## src/rtl/rf_pkg.sv

```systemverilog
// -----------------------------------------------------------------------------
// rf_pkg
// Shared constants and types for the register-file writeback arbiter.
//   DATA_W   : writeback data width
//   ADDR_W   : register address width
//   NREG     : number of architectural registers (2**ADDR_W)
//   SRC_ALU  : grant source code for the ALU writeback path
//   SRC_MEM  : grant source code for the load writeback path
//   wb_req_t : one writeback request as presented by a source
// -----------------------------------------------------------------------------
package rf_pkg;

  localparam int DATA_W = 32;
  localparam int ADDR_W = 5;
  localparam int NREG   = 1 << ADDR_W;

  localparam logic SRC_ALU = 1'b0;
  localparam logic SRC_MEM = 1'b1;

  typedef struct packed {
    logic              valid;
    logic [ADDR_W-1:0] dest;
    logic [DATA_W-1:0] data;
  } wb_req_t;

endpackage

```

## src/rtl/rf_writeback_arbiter_scoreboard.sv

```systemverilog
// -----------------------------------------------------------------------------
// rf_scoreboard
// Pending-write scoreboard. One bit per architectural register marks a
// destination that has been issued but whose writeback has not yet committed
// to the register file. Issue is stalled on RAW hazards (either source) and on
// WAW hazards (destination), which keeps at most one write in flight per
// register. Register 0 is hard-wired and never tracked.
//
// Ports:
//   clk_i          : clock, rising edge
//   rst_ni         : asynchronous active-low reset, clears all pending bits
//   issue_en_i     : an instruction with a destination wants to issue
//   issue_dest_i   : its destination register
//   rd_a_i, rd_b_i : its source registers
//   commit_en_i    : register file write commits at this edge
//   commit_dest_i  : register being written
//   stall_o        : issue blocked by a hazard (combinational)
//   pending_o      : current pending vector
// -----------------------------------------------------------------------------
module rf_scoreboard
  import rf_pkg::*;
#(
  parameter int ADDR_W = rf_pkg::ADDR_W,
  parameter int NREG   = rf_pkg::NREG
) (
  input  logic              clk_i,
  input  logic              rst_ni,
  input  logic              issue_en_i,
  input  logic [ADDR_W-1:0] issue_dest_i,
  input  logic [ADDR_W-1:0] rd_a_i,
  input  logic [ADDR_W-1:0] rd_b_i,
  input  logic              commit_en_i,
  input  logic [ADDR_W-1:0] commit_dest_i,
  output logic              stall_o,
  output logic [NREG-1:0]   pending_o
);

  logic [NREG-1:0] pending_q;
  logic [NREG-1:0] pending_d;

  logic hit_a;
  logic hit_b;
  logic hit_dest;
  logic issue_acc;

  // No bypass: a register committing this cycle still reads as pending, so
  // a dependent instruction releases one cycle after the commit edge.
  assign hit_a    = (rd_a_i       != '0) && pending_q[rd_a_i];
  assign hit_b    = (rd_b_i       != '0) && pending_q[rd_b_i];
  assign hit_dest = (issue_dest_i != '0) && pending_q[issue_dest_i];

  assign stall_o   = issue_en_i && (hit_a || hit_b || hit_dest);
  assign issue_acc = issue_en_i && !stall_o;

  // Clear is applied before set so that a younger issue to the register
  // being committed at the same edge keeps its pending bit.
  always_comb begin
    pending_d = pending_q;
    if (commit_en_i) begin
      pending_d[commit_dest_i] = 1'b0;
    end
    if (issue_acc && (issue_dest_i != '0)) begin
      pending_d[issue_dest_i] = 1'b1;
    end
  end

  always_ff @(posedge clk_i or negedge rst_ni) begin
    if (!rst_ni) begin
      pending_q <= '0;
    end else begin
      pending_q <= pending_d;
    end
  end

  assign pending_o = pending_q;

endmodule

```

## src/rtl/rf_writeback_arbiter.sv

```systemverilog
// -----------------------------------------------------------------------------
// rf_writeback_arbiter
// Shares the register file's single write port between the ALU and load
// writeback paths. Round-robin arbitration with valid/ready handshakes; the
// winning request is registered and presented to the register file for one
// cycle. A pending-write scoreboard stalls issue on in-flight destinations.
//
// Ports:
//   CLK, RST_N                      : clock (rising edge), async active-low reset
//   Alu_Valid/Dest/Data, Alu_Ready  : ALU writeback request and acceptance
//   Mem_Valid/Dest/Data, Mem_Ready  : load writeback request and acceptance
//   Issue_En, Issue_Dest, Rd_A, Rd_B: issuing instruction (destination, sources)
//   Stall                           : issue blocked by a hazard
//   RF_Write_En/Add_Dest/Write_Data : registered register-file write port
//   Grant_Src                       : source of the current write (0 ALU, 1 MEM)
// -----------------------------------------------------------------------------
module rf_writeback_arbiter
  import rf_pkg::*;
#(
  parameter int DATA_W = rf_pkg::DATA_W,
  parameter int ADDR_W = rf_pkg::ADDR_W,
  parameter int NREG   = rf_pkg::NREG
) (
  input  logic              CLK,
  input  logic              RST_N,

  input  logic              Alu_Valid,
  input  logic [ADDR_W-1:0] Alu_Dest,
  input  logic [DATA_W-1:0] Alu_Data,
  output logic              Alu_Ready,

  input  logic              Mem_Valid,
  input  logic [ADDR_W-1:0] Mem_Dest,
  input  logic [DATA_W-1:0] Mem_Data,
  output logic              Mem_Ready,

  input  logic              Issue_En,
  input  logic [ADDR_W-1:0] Issue_Dest,
  input  logic [ADDR_W-1:0] Rd_A,
  input  logic [ADDR_W-1:0] Rd_B,
  output logic              Stall,

  output logic              RF_Write_En,
  output logic [ADDR_W-1:0] RF_Add_Dest,
  output logic [DATA_W-1:0] RF_Write_Data,
  output logic              Grant_Src
);

  logic              last_grant_q;
  logic              last_grant_d;

  logic              we_q;
  logic              we_d;
  logic [ADDR_W-1:0] dest_q;
  logic [ADDR_W-1:0] dest_d;
  logic [DATA_W-1:0] data_q;
  logic [DATA_W-1:0] data_d;
  logic              src_q;
  logic              src_d;

  logic              alu_gnt;
  logic              mem_gnt;
  logic              grant;
  logic [ADDR_W-1:0] sel_dest;
  logic [DATA_W-1:0] sel_data;
  logic [NREG-1:0]   pending;

  // Round-robin: an uncontended request always wins; under contention the
  // source that did not win last time is granted. last_grant resets to MEM
  // so the ALU wins the first contended cycle.
  always_comb begin
    alu_gnt  = Alu_Valid && (!Mem_Valid || (last_grant_q == SRC_MEM));
    mem_gnt  = Mem_Valid && (!Alu_Valid || (last_grant_q == SRC_ALU));
    grant    = alu_gnt || mem_gnt;
    sel_dest = mem_gnt ? Mem_Dest : Alu_Dest;
    sel_data = mem_gnt ? Mem_Data : Alu_Data;
  end

  assign Alu_Ready = alu_gnt;
  assign Mem_Ready = mem_gnt;

  // A grant to register 0 completes the handshake but never drives the
  // write enable; address/data/source only move on a real write so the
  // port keeps describing the last committed write.
  always_comb begin
    last_grant_d = last_grant_q;
    we_d         = grant && (sel_dest != '0);
    dest_d       = dest_q;
    data_d       = data_q;
    src_d        = src_q;
    if (grant) begin
      last_grant_d = mem_gnt ? SRC_MEM : SRC_ALU;
    end
    if (we_d) begin
      dest_d = sel_dest;
      data_d = sel_data;
      src_d  = mem_gnt ? SRC_MEM : SRC_ALU;
    end
  end

  // Output register: a request accepted at edge N is on the write port for
  // the whole of cycle N+1 and commits at edge N+1. Reset drops any
  // accepted-but-uncommitted write.
  always_ff @(posedge CLK or negedge RST_N) begin
    if (!RST_N) begin
      last_grant_q <= SRC_MEM;
      we_q         <= 1'b0;
      dest_q       <= '0;
      data_q       <= '0;
      src_q        <= SRC_ALU;
    end else begin
      last_grant_q <= last_grant_d;
      we_q         <= we_d;
      dest_q       <= dest_d;
      data_q       <= data_d;
      src_q        <= src_d;
    end
  end

  assign RF_Write_En   = we_q;
  assign RF_Add_Dest   = dest_q;
  assign RF_Write_Data = data_q;
  assign Grant_Src     = src_q;

  // The pending bit of the written register clears on the commit edge,
  // i.e. the edge at which RF_Write_En is high.
  rf_scoreboard #(
    .ADDR_W (ADDR_W),
    .NREG   (NREG)
  ) u_scoreboard (
    .clk_i         (CLK),
    .rst_ni        (RST_N),
    .issue_en_i    (Issue_En),
    .issue_dest_i  (Issue_Dest),
    .rd_a_i        (Rd_A),
    .rd_b_i        (Rd_B),
    .commit_en_i   (we_q),
    .commit_dest_i (dest_q),
    .stall_o       (Stall),
    .pending_o     (pending)
  );

`ifndef SYNTHESIS
  a_one_ready : assert property (@(posedge CLK) disable iff (!RST_N)
    !(Alu_Ready && Mem_Ready))
    else $error("both writeback sources granted in one cycle");

  // Legal but unexpected: a writeback whose destination was never issued.
  a_wb_pending : assert property (@(posedge CLK) disable iff (!RST_N)
    (grant && (sel_dest != '0)) |-> pending[sel_dest])
    else $warning("writeback to non-pending register %0d", $sampled(sel_dest));
`endif

endmodule

```

## config.mk

```make
export PLATFORM = sky130hd
export DESIGN_NAME = rf_writeback_arbiter
export DESIGN_NICKNAME = d
export VERILOG_FILES = /design/src/rtl/rf_pkg.sv /design/src/rtl/rf_writeback_arbiter_scoreboard.sv /design/src/rtl/rf_writeback_arbiter.sv
export SDC_FILE = /design/constraint.sdc
export NUM_CORES = 1
export LEC_CHECK = 0
export ABC_AREA = 1
export CAP_MARGIN = 20
export CELL_PAD_IN_SITES_DETAIL_PLACEMENT = 0
export CELL_PAD_IN_SITES_GLOBAL_PLACEMENT = 1
export CORE_MARGIN = 5
export CORE_UTILIZATION = 30
export DETAILED_ROUTE_END_ITERATION = 6
export PLACE_DENSITY = 0.81
export SLEW_MARGIN = 25
export SYNTH_ARGS = -nofsm -noshare
export SYNTH_HDL_FRONTEND = slang
export SYNTH_SLANG_ARGS = --single-unit
```

## constraint.sdc

```tcl
create_clock -name CLK -period 2.3 [get_ports CLK]
set_input_delay 0.575 -clock CLK [delete_from_list [all_inputs] [get_ports CLK]]
set_output_delay 0.575 -clock CLK [all_outputs]
set_load 0.01 [all_outputs]
```

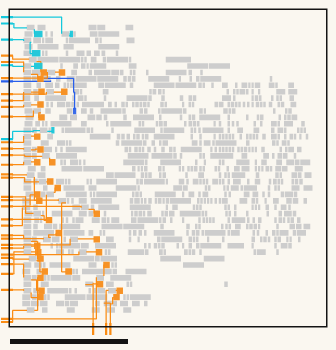
Fig. 1. Wires at chosen ports, followed through buffers (run 1).
Scale bar: 50 µm.
| colour | port | bits | direction | edge | end cells | buffers | wire |
|---|---|---|---|---|---|---|---|
| blue | Mem_Ready | 1 | output | left | 1 | 1 | 42.8 µm |
| orange | Alu_Data | 32 | input | 29 left, 3 bottom | 32 | 32 | 645 µm |
| cyan | Mem_Dest | 5 | input | left | 5 | 5 | 77.1 µm |

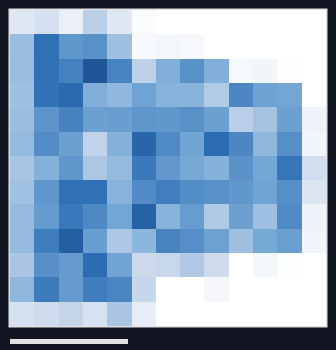
Fig. 2. Placement density heat map (run 1).
Scale bar: 50 µm. 13 x 13 tiles, from white (low) to dark blue (high), 0 to 100% covered.
nearly empty tiles: 18%
densest ninth of the die: middle
tiles over 75% full: 4.1%
fullest tile: 85%
mean over tiles: 38%

==> reports/metrics.cfg, run 1 <==
[status]
status = finished, violations left
violations = setup timing

[cells_and_area]
drive_gt1_share_pct = 17.4
area_delta_synth_final_pct = 51.8
fin_util_pct = 46.2
fin_nets = 961
instances_no_fill = 1060
fin_area_um2 = 6990
antenna-diode-count = 0

[clock_network]
clock_sinks = 72
clock_latency_ns = 0.34
clkTransAtPathRegs_ns = 0.06
cts.repair.resized = 55

[worst_setup_path]
cpMostUsedCell = nand2_1
max_stage_delay_ns = 0.23
cp_max_fo = 4
path_class = primary input to output pin
slowest_stage = clkdlybuf4s15_1
reg2reg_slack_ns = 0.31
crit_required_ns = 1.73
cp-end-kind = output pin

[sta]
tightest_slew_ns = 0.435
setup_tns_ns = -0.117
finalCriticalPeriod_ns = 2.42
slew_headroom_pct = 71.0
whs_ns = 0.172
setup_viol = 1
fin_ws_ns = -0.117
max_freq_ghz = 0.414
finalHoldViolations = 0

[flow_run]
tool_warnings = 28
max-cap-violations = 0

[synthesis]
top_cell = nand2_1
synth_chip_area_um2 = 4610
topCellsByArea = dfrtp_1 (39%), nand2_1 (22%), nand3_1 (8.8%)
yosys.area.top_type_share_pct = 38.6
yosysUniqueCellTypes = 24
ys_ff = 72
ys_warn_count = 0
synthTopCellsByCount = nand2_1 (275), nand3_1 (81), dfrtp_1 (71)
avgSynthCellArea_um2 = 6.67
fp_nets = 785
async_reset_ff_share_pct = 100
flop_cell = dfrtp_1

[pwr]
p_comb_w = 0.00204
p_int_w = 0.00345
p_sw_share_pct = 37.5
p_seq_w = 0.00211
p_per_area_nw_per_um2 = 789
p_leak_nw = 3.32
power_leader = registers
p_comb_share_pct = 37.0
pwr-share-seq_pct = 38.3

[drt]
wl_met1_um = 7310
wl_um = 16700
routed.top_layer = met4
vias = 5139
wl_met3_um = 1750
drc = 0
drt_iter0_drc = 243
dr_wl_met2_um = 7510
via_per_inst = 4.85

[global_routing]
antenna_found_initial = 0
use_met2_pct = 28.5
grt.total_usage_pct = 18.5
grt_pass1_vias = 5015
grt_pass1_wl_um = 26600
grt-busiest-layer = met2
overflow = 0

[min_path]
hp-class = primary input to asynchronous set/reset pin

[floorplan]
die-area_um2 = 17900
die_w_um = 134
coreArea_um2 = 15100
rows = 45
die_h_um = 134
fp_util_pct = 30.4
num_io_pins = 136

[placement]
io_buffers = 135
dp.cells = 1035
hpwl_um = 12400
placed_area_um2 = 6500
post-place-ws_ns = -0.985

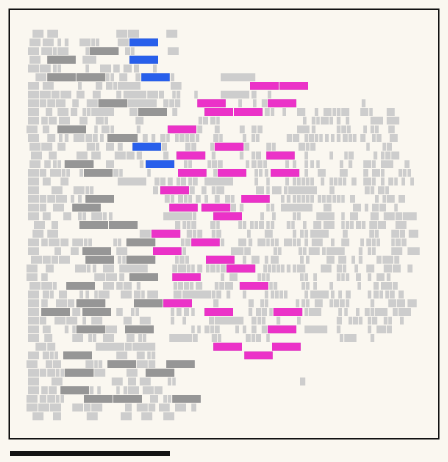
Fig. 3. Sequential cells coloured by netlist name (run 1).
Scale bar: 50 µm. Other sequential cells in the stronger grey, the rest of the logic in the fainter grey.
| colour | name in the netlist | sequential cells |
|---|---|---|
| blue | RF_Add_Dest | 5 |
| magenta | u_scoreboard.pending_o | 32 |

-- run 1: placed cells by master, fill, tap and decap left out, types with 2 or more instances in the layout --
cell / instances
o211ai_1: 39
nand3_2: 2
clkdlybuf4s50_1: 117
o21ai_0: 38
dlygate4sd2_1: 5
clkinvlp_4: 3
buf_4: 45
clkbuf_16: 10
clkbuf_2: 5
nand2_2: 6
nand3_1: 79
a31oi_1: 2
dlymetal6s2s_1: 2
clkbuf_4: 2
nand2_1: 269
buf_6: 9
inv_2: 8
dfrtp_1: 71
mux2i_1: 3
nand3b_1: 2
nor2_2: 3
clkinv_2: 5
nor3_4: 4
inv_1: 44
o21ai_1: 4
nor3_2: 4
or2_2: 33
nor2_1: 41
buf_12: 6
-- run 1: kinds of logic (layout without fill, tap and decap cells) --
group	Yosys count	count (layout)	synth area share (%)
AND-OR/OR-AND	83	83	11.2
AND/OR/NAND/NOR	446	446	41.0
flip-flops	72	72	39.1
multiplexers	3	3	0.652
buffers and inverters	87	268	8.04
-- run 1: layout make-up --
type	instances	area, µm²
fillers	1561	8150
multi-input cells	532	2530
repair inverters	1	7.51
well taps	188	235
clock buffers	9	225
inverters	56	221
flip-flops and latches	72	1800
repair buffers	195	1910
clock inverters	7	62.6
-- run 1: path summary, 6_finish.rpt --
check / end / depth (start not counted)
min in group CLK: last_grant_q / 2
hold / removal: RF_Write_Data[13] / 1
hold reg to reg: last_grant_q / 2
setup / recovery: Stall / 13
max in group asynchronous: u_scoreboard.pending_o[2] / 2
setup reg to reg: RF_Write_Data[11] / 13
-- run 1: worst max-delay path, delay by kind of cell --
kind,cells,cell delay [ns]
AOI/OAI and AO/OA,1,0.08
and+or+nand+nor,8,0.59
buffers and inverters,4,0.58
## Run 2: what changed since run 1
--- a/config.mk
+++ b/config.mk
@@ -9,8 +9,9 @@
 export CAP_MARGIN = 20
 export CELL_PAD_IN_SITES_DETAIL_PLACEMENT = 0
 export CELL_PAD_IN_SITES_GLOBAL_PLACEMENT = 1
-export CORE_MARGIN = 5
+export CORE_MARGIN = 2
 export CORE_UTILIZATION = 30
+export CTS_CLUSTER_SIZE = 8
 export DETAILED_ROUTE_END_ITERATION = 6
 export PLACE_DENSITY = 0.81
 export SLEW_MARGIN = 25
==> reports/metrics.cfg, run 2 <==
[flow_run]
max-cap-violations = 0
tool_warnings = 28

[synthesis]
ys_ff = 72
topCellsByArea = dfrtp_1 (39%), nand2_1 (22%), nand3_1 (8.8%)
yosysUniqueCellTypes = 24
async_reset_ff_share_pct = 100
synthTopCellsByCount = nand2_1 (275), nand3_1 (81), dfrtp_1 (71)
synth_chip_area_um2 = 4610
top_cell = nand2_1
fp_nets = 785
ys_warn_count = 0
yosys.area.top_type_share_pct = 38.6

[floorplan]
die_w_um = 128
num_io_pins = 136
rows = 45

[global_routing]
grt_pass1_wl_um = 26200
grt.total_usage_pct = 20.3
antenna_found_initial = 0
grt_pass1_vias = 5043

[worst_setup_path]
path_class = primary input to output pin
reg2reg_slack_ns = 0.33
path_delay_family = simple AND/OR/NAND/NOR gates
slowest_stage = clkbuf_2
crit_required_ns = 1.73
rr_worst_depth = 13
cp-end-kind = output pin

[cells_and_area]
lay_top_cells = nand2_1 (269), clkdlybuf4s50_1 (117), nand3_1 (77), dfrtp_1 (71), inv_1 (43)
layout_top_cell = nand2_1
drive_gt1_share_pct = 18.0
antenna-diode-count = 0

[placement]
hpwl_um = 11900
post-place-ws_ns = -1.00
io_buffers = 135

[status]
violations = setup timing
status = finished, violations left

[sta]
fin_ws_ns = -0.0629
whs_ns = 0.168
setup_viol = 1
slew_headroom_pct = 71.4
finalCriticalPeriod_ns = 2.36

[clock_network]
clkTransAtPathRegs_ns = 0.06

[drt]
via_per_inst = 4.82
drc = 0

-- run 2: cell counts after synthesis --
No cell type changed its count.
-- run 2: power breakdown --
| group | leakage, nW | switching (W) | internal, W |
|---|---|---|---|
| clock network | 0.172 | 0.000538 | 0.00112 |
| registers | 0.855 | 0.000454 | 0.00167 |
| logic | 2.32 | 0.00108 | 0.000942 |
| total | 3.35 | 0.00207 | 0.00373 |
-- run 2: per-layer routing --
layer	track usage (%)	wire length, µm	part of all wire [%]
met5	0	0	0
met1	27.0	7170	44
met4	4.72	161	1.0
met3	5.88	1320	8.2
met2	32.8	7520	47
-- run 2: worst max path at each step --
| stage | start | endpoint | slack [ns] | cells after the start |
|---|---|---|---|---|
| after detailed placement | Issue_Dest[0] | Stall | -1.00 | 16 |
| final | Issue_Dest[3] | Stall | -0.06 | 12 |
| after floorplan | Rd_A[0] | Stall | 0.02 | 12 |
| after global routing | Rd_B[2] | Stall | -0.17 | 11 |
| after global placement | Issue_Dest[0] | Stall | -0.99 | 16 |
| after CTS | Rd_A[0] | Stall | -0.20 | 14 |
-- run 2: cell families after synthesis --
group,share of synthesized area [%]
simple gates,41.0
mux,0.652
flops,39.1
compound gates,11.2
buf+inv,8.04
-- run 2: what timing repair did --
item	4_1_cts	5_1_grt
gates cloned	2	2
gates resized	54	54
pin swaps	3	17
buffers inserted	1	1
endpoints found under the setup margin	34	40
-- run 2: layout make-up --
cell class	instances	area share, %
Tap cell	188	3.31
Clock inverter	5	1.44
Clock buffer	11	3.56
Timing Repair Buffer	194	27.0
Sequential cell	72	25.4
Inverter	56	3.10
Multi-Input combinational cell	532	36.2
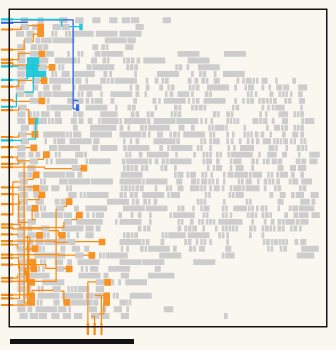
Fig. 4. Wires at chosen ports, followed through buffers (run 2).
Scale bar: 50 µm.
| colour | port | bits | direction | edge | end cells | buffers | wire |
|---|---|---|---|---|---|---|---|
| blue | Mem_Ready | 1 | output | left | 1 | 1 | 68.1 µm |
| orange | Alu_Data | 32 | input | 29 left, 3 bottom | 32 | 32 | 617 µm |
| cyan | Mem_Dest | 5 | input | left | 5 | 5 | 76.9 µm |

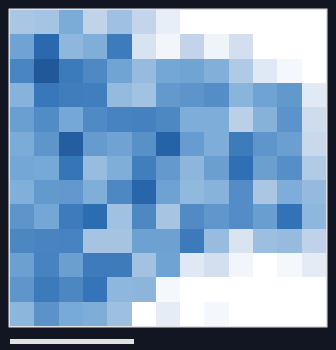
Fig. 5. Placement density heat map (run 2).
Scale bar: 50 µm. 13 x 13 tiles, from white (low) to dark blue (high), 0 to 100% covered.
Layout Utilization: 47.1%
Core Util at FP: 30.5%
Core ar.: 15100 µm²

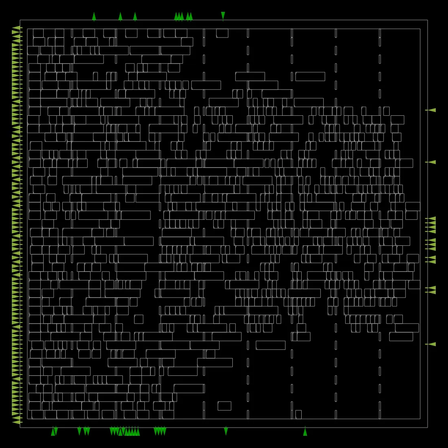
Fig. 6. Placement view (run 2).
flop share of the area: 25.4%
n_taps: 188

## Run 3: what changed since run 2
--- a/config.mk
+++ b/config.mk
@@ -6,14 +6,14 @@
 export NUM_CORES = 1
 export LEC_CHECK = 0
 export ABC_AREA = 1
-export CAP_MARGIN = 20
+export CAP_MARGIN = 15
 export CELL_PAD_IN_SITES_DETAIL_PLACEMENT = 0
 export CELL_PAD_IN_SITES_GLOBAL_PLACEMENT = 1
 export CORE_MARGIN = 2
-export CORE_UTILIZATION = 30
+export CORE_UTILIZATION = 33
 export CTS_CLUSTER_SIZE = 8
 export DETAILED_ROUTE_END_ITERATION = 6
-export PLACE_DENSITY = 0.81
+export PLACE_DENSITY = 0.91
 export SLEW_MARGIN = 25
 export SYNTH_ARGS = -nofsm -noshare
 export SYNTH_HDL_FRONTEND = slang
==> constraint.sdc (replaced) <==
create_clock -name CLK -period 2.6 [get_ports CLK]
set_input_delay 0.65 -clock CLK [delete_from_list [all_inputs] [get_ports CLK]]
set_output_delay 0.65 -clock CLK [all_outputs]
set_load 0.01 [all_outputs]
==> reports/metrics.cfg, run 3 <==
[sta]
finalHoldViolations = 0
slew_headroom_pct = 38.6
fin_ws_ns = 0.0240
finalCriticalPeriod_ns = 2.58
max_freq_ghz = 0.388
setup_viol = 0
tightest_slew_ns = 0.922

[worst_setup_path]
r2r_end = RF_Write_Data[28]
cp_max_fo = 6
reg2reg_slack_ns = 0.52
cp-end-kind = output pin
crit_required_ns = 1.95
path_class = primary input to output pin
rr_worst_depth = 10

[synthesis]
top_cell = nand2_1
yosysUniqueCellTypes = 24
fp_nets = 785
topCellsByArea = dfrtp_1 (39%), nand2_1 (22%), nand3_1 (8.8%)
yosys.area.top_type_share_pct = 38.6
ys_ff = 72
synthTopCellsByCount = nand2_1 (275), nand3_1 (81), dfrtp_1 (71)
flop_cell = dfrtp_1
avgSynthCellArea_um2 = 6.67
synth_chip_area_um2 = 4610
async_reset_ff_share_pct = 100

[drt]
wl_um = 15500
drc = 0
vias = 5131
dr_wl_met2_um = 7280
wl_met3_um = 1210
routed.top_layer = met4
via_per_inst = 4.91
wl_met1_um = 6810
drt_iter0_drc = 389

[global_routing]
grt_pass1_vias = 5008
grt_pass1_wl_um = 25100
overflow = 0
use_met2_pct = 34.5
antenna_found_initial = 0
grt_use_met1_pct = 28.3

[min_path]
hp-class = primary input to asynchronous set/reset pin

[clock_network]
clkTransAtPathRegs_ns = 0.06
clock_sinks = 72
clock_latency_ns = 0.33

[pwr]
pwr-share-seq_pct = 36.7
p_comb_w = 0.00182
p_comb_share_pct = 35.9
p_int_w = 0.00325
p_sw_share_pct = 35.9
clockPowerShare_pct = 27.4
p_per_area_nw_per_um2 = 718
power_leader = registers
p_leak_nw = 3.32

[status]
status = completed

[floorplan]
die_h_um = 122
die_w_um = 122
num_io_pins = 136

[cells_and_area]
drive_gt1_share_pct = 19.9
antenna-diode-count = 0
fill_cells = 1409
lay_top_cells = nand2_1 (254), clkdlybuf4s50_1 (118), nand3_1 (72), dfrtp_1 (71)
layout_top_cell = nand2_1
area_delta_synth_final_pct = 53.6
fin_nets = 955

[flow_run]
max-cap-violations = 0
tool_warnings = 28

[placement]
io_buffers = 135
post-place-ws_ns = -0.763

run 3: logic make-up (layout without fill, tap and decap cells):
family	Yosys count	in the layout	synth area share (%)
simple gates	446	446	41.0
buf+inv	87	262	8.04
mux	3	3	0.652
flops	72	72	39.1
compound gates	83	83	11.2
run 3: worst max-delay path by stage:
stage                  startpoint  endpoint  slack (ns)
floorplan                 Rd_A[0]     Stall        0.09
global placement    Issue_Dest[4]     Stall       -0.76
detailed placement        Rd_A[0]     Stall       -0.76
CTS                 Issue_Dest[0]     Stall       -0.03
global route        Issue_Dest[0]     Stall       -0.05
finish                    Rd_B[1]     Stall        0.02
run 3: through the flow:
stage	instances	hold slack (ns)	cell area [µm²]	setup TNS, ns	util (%)
CTS	1041	0.468	6870	-0.0264	49.9
floorplan	691	0.354	4610	0	-
detailed placement	1022	0.459	6410	-7.77	46.5
finish	1046	0.451	7080	0	51.4
global route	1046	0.492	7080	-0.0477	51.4
global placement	1022	0.455	6410	-6.28	46.5
run 3: repair_timing:
| action | CTS | global route |
|---|---|---|
| endpoints found under the setup margin | 3 | 1 |
| gates cloned | 3 | 3 |
| pin swaps | 2 | 25 |
| setup buffers | 0 | 2 |
| resized | 61 | 60 |
run 3: critical path, cell delays in order:
cell,delay [ns]
dlygate4sd2_1,0.27
buf_6,0.15
o211ai_1,0.08
nand2_1,0.10
nand2_1,0.07
nand2_1,0.05
inv_1,0.05
nand2_1,0.05
nand2_2,0.09
nand2_2,0.07
nor2_4,0.12
nor2_2,0.05
buf_2,0.13
run 3: area by class of cell:
class,instances,area (µm²),area share (%)
Tap cell,180,225,3.18
Inverter,56,216,3.06
Timing Repair Buffer,189,1880,26.6
Clock buffer,10,229,3.24
Sequential cell,72,1800,25.5
Multi-Input combinational cell,532,2600,36.8
Timing Repair inverter,1,7.51,0.106
Clock inverter,6,108,1.52
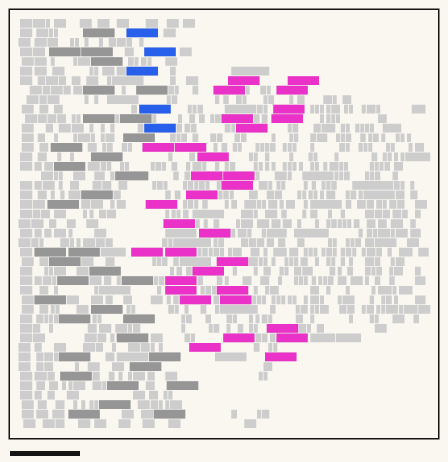
Fig. 7. Sequential cells coloured by netlist name (run 3).
Scale bar: 20 µm. Other sequential cells in the stronger grey, the rest of the logic in the fainter grey.
| colour | name in the netlist | sequential cells |
|---|---|---|
| magenta | u_scoreboard.pending_o | 32 |
| blue | RF_Add_Dest | 5 |
Flop+latch power: 0.00186 W
flop share of the area: 25.5%
Layout Utilization: 51.4%
Flop area: 1800 µm²

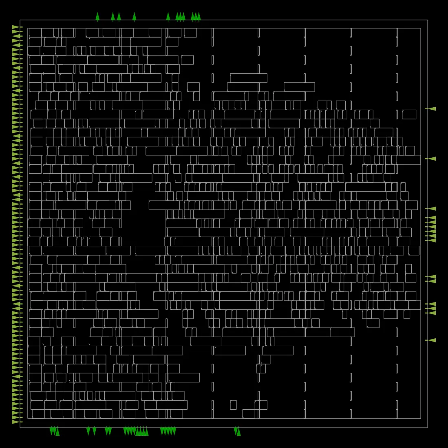
Fig. 8. Placement view (run 3).
n_taps: 180
Rows: 43
Core ar.: 13800 µm²

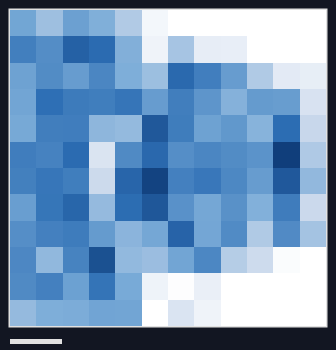
Fig. 9. Placement density heat map (run 3).
Scale bar: 20 µm. 12 x 12 tiles, from white (low) to dark blue (high), 0 to 100% covered.
fullest tile: 94%
emptiest ninth of the die: bottom right
densest ninth of the die: middle
tiles over 75% full: 11%
mean over tiles: 46%
Core Util at FP: 33.4%

No activity file was given, so power comes from the tool's default toggle rates.
